**src/rtl/ss_a2d_pkg.sv**
```systemverilog
// Shared types and default widths for the successive-sample A2D datapath
// and the conversion control that drives it.
package ss_a2d_pkg;

   localparam int DAC_W_DEF    = 10;
   localparam int SMP_LOG2_DEF = 3;

   typedef enum logic {
      RES_EMPTY,
      RES_FULL
   } res_state_t;

   typedef enum logic [2:0] {
      CNV_IDLE,
      CNV_RAMP,
      CNV_SAMPLE,
      CNV_ACCUM,
      CNV_DONE
   } cnv_state_t;

endpackage

```
**src/rtl/sat_cntr.sv**
```systemverilog
// Clear/increment counter that sticks at all-ones instead of wrapping.
module sat_cntr #(
   parameter int W = 4
) (
   input  logic         clk,
   input  logic         rst_n,
   input  logic         clr,
   input  logic         inc,
   output logic [W-1:0] cnt
);

   always_ff @(posedge clk or negedge rst_n) begin
      if (!rst_n)
         cnt <= '0;
      else if (clr)
         cnt <= '0;
      else if (inc && (cnt != {W{1'b1}}))
         cnt <= cnt + W'(1);
   end

endmodule

```
**src/rtl/ss_a2d_dp.sv**
```systemverilog
// A2D datapath: DAC ramp counter, sample counter, averaging accumulator and
// a single-entry result holding register with overrun detection.
module ss_a2d_dp
   import ss_a2d_pkg::*;
#(
   parameter int DAC_W    = DAC_W_DEF,
   parameter int SMP_LOG2 = SMP_LOG2_DEF
) (
   input  logic             clk,
   input  logic             rst_n,
   input  logic             clr_dac,
   input  logic             inc_dac,
   input  logic             clr_smp,
   input  logic             inc_smp,
   input  logic             accum,
   input  logic             cnv_cmplt,
   input  logic             res_rd,
   output logic [DAC_W-1:0] dac,
   output logic             smp_eq_8,
   output logic [DAC_W-1:0] res,
   output logic             res_vld,
   output logic             ovr
);

   localparam int ACC_W = DAC_W + SMP_LOG2;

   logic [SMP_LOG2-1:0] smp_cnt;
   logic [ACC_W-1:0]    acc;
   res_state_t          state, state_nxt;

   sat_cntr #(.W(DAC_W)) u_dac_cntr (
      .clk   (clk),
      .rst_n (rst_n),
      .clr   (clr_dac),
      .inc   (inc_dac),
      .cnt   (dac)
   );

   sat_cntr #(.W(SMP_LOG2)) u_smp_cntr (
      .clk   (clk),
      .rst_n (rst_n),
      .clr   (clr_smp),
      .inc   (inc_smp),
      .cnt   (smp_cnt)
   );

   assign smp_eq_8 = (smp_cnt == {SMP_LOG2{1'b1}});

   // Accumulator is sized to hold 2^SMP_LOG2 full-scale codes without overflow
   always_ff @(posedge clk or negedge rst_n) begin
      if (!rst_n)
         acc <= '0;
      else if (clr_smp)
         acc <= '0;
      else if (accum)
         acc <= acc + {{SMP_LOG2{1'b0}}, dac};
   end

   // Dropping the low SMP_LOG2 bits gives the truncated mean
   always_ff @(posedge clk or negedge rst_n) begin
      if (!rst_n)
         res <= '0;
      else if (cnv_cmplt)
         res <= acc[ACC_W-1:SMP_LOG2];
   end

   always_ff @(posedge clk or negedge rst_n) begin
      if (!rst_n)
         state <= RES_EMPTY;
      else
         state <= state_nxt;
   end

   always_comb begin
      state_nxt = state;
      case (state)
         RES_EMPTY: if (cnv_cmplt)            state_nxt = RES_FULL;
         RES_FULL:  if (res_rd && !cnv_cmplt) state_nxt = RES_EMPTY;
         default:                             state_nxt = RES_EMPTY;
      endcase
   end

   assign res_vld = (state == RES_FULL);

   // Overrun: a fresh result replaced one the consumer never acknowledged
   always_ff @(posedge clk or negedge rst_n) begin
      if (!rst_n)
         ovr <= 1'b0;
      else if (clr_smp)
         ovr <= 1'b0;
      else if (cnv_cmplt && res_vld && !res_rd)
         ovr <= 1'b1;
   end

endmodule
```
**config.mk**
```make
export PLATFORM = sky130hd
export DESIGN_NAME = ss_a2d_dp
export DESIGN_NICKNAME = d
export VERILOG_FILES = /design/src/rtl/ss_a2d_pkg.sv /design/src/rtl/sat_cntr.sv /design/src/rtl/ss_a2d_dp.sv
export SDC_FILE = /design/constraint.sdc
export NUM_CORES = 1
export LEC_CHECK = 0
export CAP_MARGIN = 20
export CORE_MARGIN = 3
export CORE_UTILIZATION = 50
export DETAILED_ROUTE_END_ITERATION = 8
export PLACE_DENSITY = 0.78
export SYNTH_ARGS = -nofsm -noshare
export SYNTH_HDL_FRONTEND = slang
export SYNTH_SLANG_ARGS = --single-unit
```
**constraint.sdc**
```tcl
create_clock -name clk -period 2.2 [get_ports clk]
set_input_delay 0.33 -clock clk [delete_from_list [all_inputs] [get_ports clk]]
set_output_delay 0.33 -clock clk [all_outputs]
set_load 0.01 [all_outputs]
```
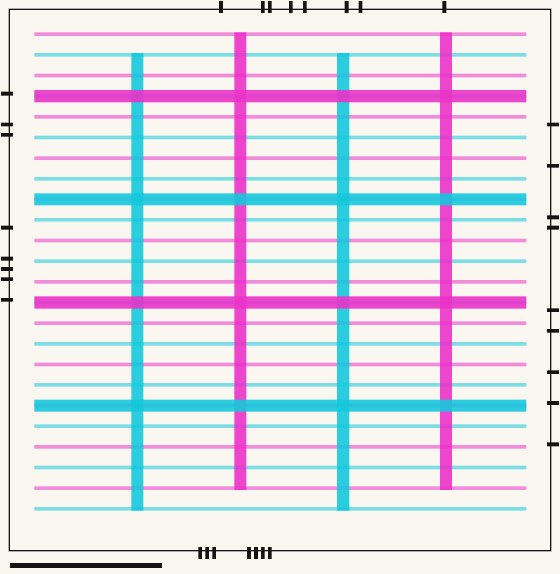
(images/power_grid.png)
The bar under the picture is 20 µm long. Pins as bars on the die edge.
[magenta] VDD
[cyan] VSS
met1 rails: 24
met5 straps: 4

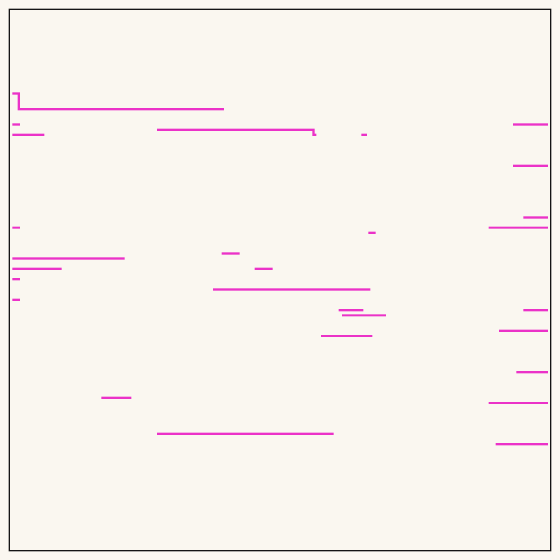
(images/layer_met3.png)
nets with wire on the layer: 23
longest straight run: 26.9 µm
wire length on this layer: 192 µm
share of all routed wire: 4.5%
main direction: horizontal

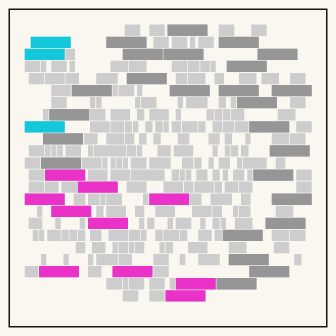
(images/by_instance.png)
Other sequential cells in the stronger grey, the rest of the logic in the fainter grey.
[magenta] `u_dac_cntr` | sequential cells: 10
[cyan] `u_smp_cntr` | sequential cells: 3
not coloured: 25

==> GITHUB_STEP_SUMMARY <==
## Implementation flow summary

| Metric | Value |
|---|---|
| Non-clock inverters | `9` |
| CTS resizes | `0` |
| CTS tree | `built` |
| DIE HEIGHT | `71.2 µm` |
| Post-synth seq share | `0.447` |
| Internal power | `~1000 µW` |
| Setup TNS | `0 ns` |
| Top power group | `registers` |
| R2R setup slack | `0.09 ns` |
| Antenna Nets Post-Route | `0` |
| Fin cells | `between 200 and 300` |
| Aoi share | `0.121` |
| HPWL after DPL | `between 3 and 4 mm` |
| Seq power | `722 µW` |
| # IOs | `32` |
| Pre-CTS setup slack | `0.0551 ns` |
| Clock power share | `0.367` |
| Final tally of hold violations | `0` |
| Dpl cells | `289` |
| Power of the combinational group | `126 µW` |
| Hold WC Path Type | `input pin to async pin` |
| Reg2Reg Launch Point | `u_dac_cntr.cnt[1]` |
| Top class by area | `combinational gates` |
| CP Buf/Inv Count | `0` |
| Syn Nets | `231` |
| Adders+Majority by Area | `0.0859` |
| Count of final setup violators | `0` |
| Maxcap violations | `0` |
| Clock buffers | `7` |
| Total vias in the final route | `1634` |
| Status | `complete, no violations` |
| CP max stage cell | `dfrtp_1` |
| Top_reg_cell synth | `dfrtp_1` |
| Setup crit end kind | `register` |
| Via/cell ratio | `5.50` |
| Peak VDD IR | `about 400 µV` |
| Yosys cell types | `36` |
| Commonest Layout Cell | `dfrtp_1` |
| Total net switching power | `about 320 µW` |
| Worst Reg-to-Reg Cells | `6` |
| Cell Rows | `23` |
| Worst EP arrival | `2.29 ns` |
| Post-synthesis share of cell area spent on xor and xnor gates | `0.0536` |
| Die area | `0.00507 mm²` |
| Synthesis-to-finish area growth | `22.7%` |
| ClkCell Share | `0.0350` |
| Worst-Margin Slew | `0.838 ns` |
| Worst path top cell family by delay | `AND-OR/OR-AND gates` |
| Stages on worst setup path | `6` |
| Cell Area, Synth | `0.00213 mm²` |
| Critical Path Sink | `acc[11]` |
| Number of flops mapped to enable cells by yosys | `0` |
| Yosys reg bits | `38` |
| Tool warnings | `26` |
| Most numerous logic cells after layout | `38 x dfrtp_1, 31 x nor2_1, 30 x clkdlybuf4s50_1, 14 x nand2_1, 13 x ha_1` |
| Die W | `between 70 and 80 µm` |
| Late-Pin Clk Latency | `0.29 ns` |
| RD Place Congestion | `0.850` |
| DRT Pass-1 Iters | `4` |
| Crit path required time | `2.38 ns` |
| Non-clock buffer share of cell area | `0.131` |
| First DRT Iteration DRCs | `approximately 44` |
| Antenna diodes | `0` |
| Worst-path maximum fanout | `6` |
| Critical path origin | `u_dac_cntr.cnt[1]` |
| Number of CTS-inserted buffers | `5` |
| Cells along the critical path | `ha_1, a211oi_2, o31ai_4, a31oi_2, o22a_1, mux2_4` |
| # Cells Yosys | `208` |
| Max-slew violation count | `0` |
| Core Box Area | `0.00406 mm²` |
| WS Path Type | `register to register` |
| Largest net degree at the start of global routing | `39` |
| Combinational share of power | `0.094` |
| Sequential group share of total power | `0.540` |
| Startpoint types | `register` |
| FILL cells | `338` |
| Net Sw Frac | `0.237` |
| Final wirelength | `4.23 mm` |
| Main logic family | `simple AND/OR/NAND/NOR gates` |
| Clk buf depth | `2` |
| Share of layout cells above drive strength 1 | `0.126` |
| DR WL/cell | `14.3 µm` |
| Simple-Gate Area Share | `0.155` |
| Hold-fix buffers, CTS | `0` |
| Clock group power | `490 µW` |
| Max_slew headroom | `0.442` |
| F_max | `roughly 470 MHz` |
| Fp util | `0.524` |
| Min Clock Period, post-route | `roughly 2.1 ns` |
| Clock root cell | `clkbuf_8` |
| Logic area | `0.00113 mm²` |
| Ys async rst share | `1.00` |
| Total GRT Usage | `0.183` |
| GRT overflow | `0` |
| Comb/total area | `0.432` |
| Register share of the cell area | `0.365` |
| Setup ws final | `0.0906 ns` |
| PortBufs | `31` |
| Clk sinks | `38` |
| Comb gates | `156` |
| # H-tree levels | `2` |
## cell usage after synthesis (3+ instances only)
| master | number | area (µm²) |
|---|---|---|
| dfrtp_1 | 38 | 951 |
| nor2_1 | 31 | 116 |
| nand2_1 | 14 | 52.6 |
| ha_1 | 13 | 163 |
| mux2_2 | 11 | 124 |
| mux2i_1 | 10 | 100 |
| o21ai_0 | 10 | 50.1 |
| inv_1 | 9 | 33.8 |
| a21oi_1 | 8 | 40.0 |
| xor2_1 | 7 | 61.3 |
| xnor2_1 | 6 | 52.6 |
| nand2b_1 | 5 | 31.3 |
| nand3_1 | 5 | 25.0 |
| nand4_1 | 4 | 25.0 |
| nor3_1 | 4 | 20.0 |
| o211ai_1 | 4 | 30.0 |
| a21o_1 | 3 | 22.5 |
| clkbuf_1 | 3 | 11.3 |
## routing by layer
metal,global-route usage,wire [µm],up-vias
li1,-,-,810
met1,0.231,1950,783
met2,0.298,2010,32
met3,0.0526,191,9
met4,0.0668,89,0
met5,0,0,-
## stage by stage
stage | utilization | cell area, µm² | hold slack, ns | power, µW
after global placement | 0.619 | 2510 | 0.478 | 859
after detailed placement | 0.619 | 2510 | 0.488 | 862
after global routing | 0.643 | 2610 | 0.213 | 1410
after CTS | 0.642 | 2600 | 0.172 | 1360
final | 0.643 | 2610 | 0.137 | 1340
after floorplan | - | 2130 | 0.0344 | 800
## cells by family (layout without fill, tap and decap cells)
logic type | count (synthesis) | count (layout)
buffers and inverters | 14 | 53
AND-OR/OR-AND | 36 | 36
multiplexers | 22 | 22
flip-flops | 38 | 38
AND/OR/NAND/NOR | 71 | 71
adder cells (fa/ha/maj) | 14 | 14
XOR/XNOR | 13 | 13
## registers in the layout, indices dropped and copies added (netlist names)
register	cells
res	10
res_vld	1
u_dac_cntr.cnt	10
u_smp_cntr.cnt	3
acc	13
ovr	1
Power figures rest on the tool's default switching activity, not on a simulated workload.
